Design direction_input_ctrl, sky130hd; sources not shown.
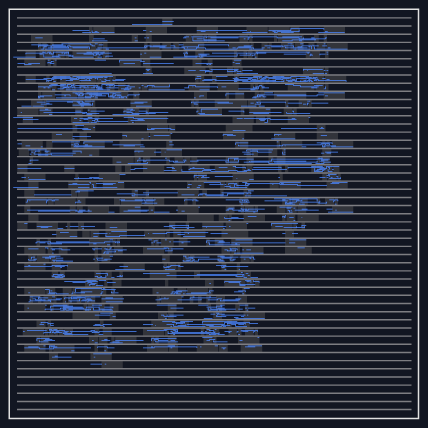
Fig. 1. Signal wires on met1.
(3 px per µm) Supply wires on this layer in gray. Cells faint in the background.
- main direction: horizontal
- longest straight run: 28.5 µm
Via Count: 3191
met1 routing resource usage after global routing: 12.0%
Routed WL: 8.17 mm

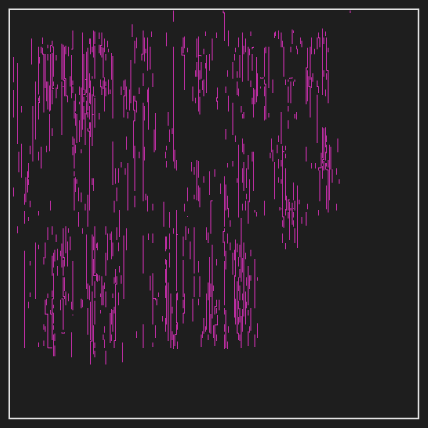
Fig. 2. Met2 routing.
(3 px per µm)
- nets with wire on the layer: 421
- main direction: vertical
- longest straight run: 38.1 µm
- wire length on this layer: 3730 µm
met2 track demand over resource in global routing: 15.6%

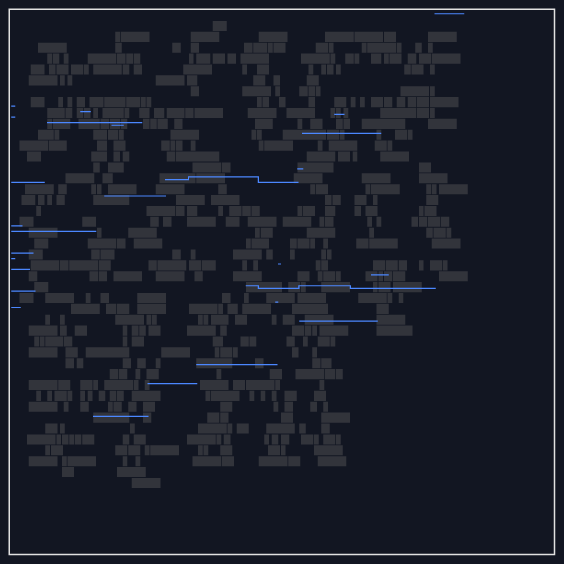
Fig. 3. Signal wires on met3.
(4 px per µm) Cells faint in the background.
- longest straight run: 23.5 µm
- nets with wire on the layer: 17
- main direction: horizontal
- wire length on this layer: 279 µm
- share of all routed wire: 3.4%
met3 track demand over resource in global routing: 3.28%

==> flow_metrics.tcl <==
# collected from the flow reports
set metrics [dict create \
    total_number_of_cells_along_the_worst_setup_path 7 \
    int_pwr_mw 2.80 \
    antenna_violating_nets_post_route 0 \
    chip_area_um2 18500 \
    timing_worst_setup_path_type "register to register" \
    rows 48 \
    antenna_found_initial 0 \
    multi_input_comb_area_um2 2180 \
    timing_hold_violations_final 0 \
    ir_drop_mv 0.335 \
    fp.coreArea_um2 17200 \
    drcViolationCount 0 \
    reg2reg_setup_slack_ps 250 \
    cts_setup_buffers 0 \
    cp_max_fo 8 \
    worstSetupStartpointType "register" \
    postLayoutCoreUtil_pct 29.7 \
    grt_setup_unrepaired "no" \
    status "complete, no violations" \
    wire_length_of_the_first_global_routing_pass_mm 14.3 \
    required_arrival_time_at_the_worst_endpoint_ps 2780 \
    worst_pin_slew_ps 683 \
    cts-root-to-sink-buffers 2 \
    list_of_most_frequent_post_synthesis_cells "102 x dfxtp_1, 98 x nor2_1, 45 x xor2_1, 33 x nand2_1, 30 x nand3_1" \
]
## metal layers
layer | global-route usage (%) | vias up
li1 | - | 1669
met1 | 12.0 | 1476
met2 | 15.6 | 36
met3 | 3.28 | 10
met4 | 3.65 | 0
met5 | - | -
## area by class of cell
cell class | instances | share of cell area (%)
Multi-Input combinational cell | 358 | 42.8
Sequential cell | 102 | 40.1
Tap cell | 225 | 5.52
Clock buffer | 9 | 4.42
Timing Repair Buffer | 18 | 3.24
Clock inverter | 7 | 2.80
Inverter | 16 | 1.18
## stage by stage
stage / instance area [µm²] / worst slack [ps] / std cells / total power, mW
2_1_floorplan: 4350 / 53.9 / 491 / 1.81
3_3_place_gp: 4730 / 345 / 719 / 1.87
3_5_place_dp: 4730 / 282 / 719 / 1.87
4_1_cts: 5100 / 259 / 735 / 3.63
5_1_grt: 5100 / 98.9 / 735 / 3.71
6_report: 5100 / 249 / 735 / 3.55
## cells by family after synthesis
group           share of synthesized area, %
simple gates                            27.7
flops                                   46.9
xor+xnor                                13.5
buf+inv                                 2.96
compound gates                          3.94
mux                                     2.96
fa+ha+maj                               2.01
## power by group through the flow
stage               clock network [mW]  registers [mW]  logic (mW)
floorplan                            0            1.72      0.0981
global placement                     0            1.69       0.174
detailed placement                   0            1.69       0.172
CTS                               1.80            1.66       0.174
global route                      1.86            1.66       0.190
finish                            1.72            1.66       0.171
No activity file was given, so power comes from the tool's default toggle rates.
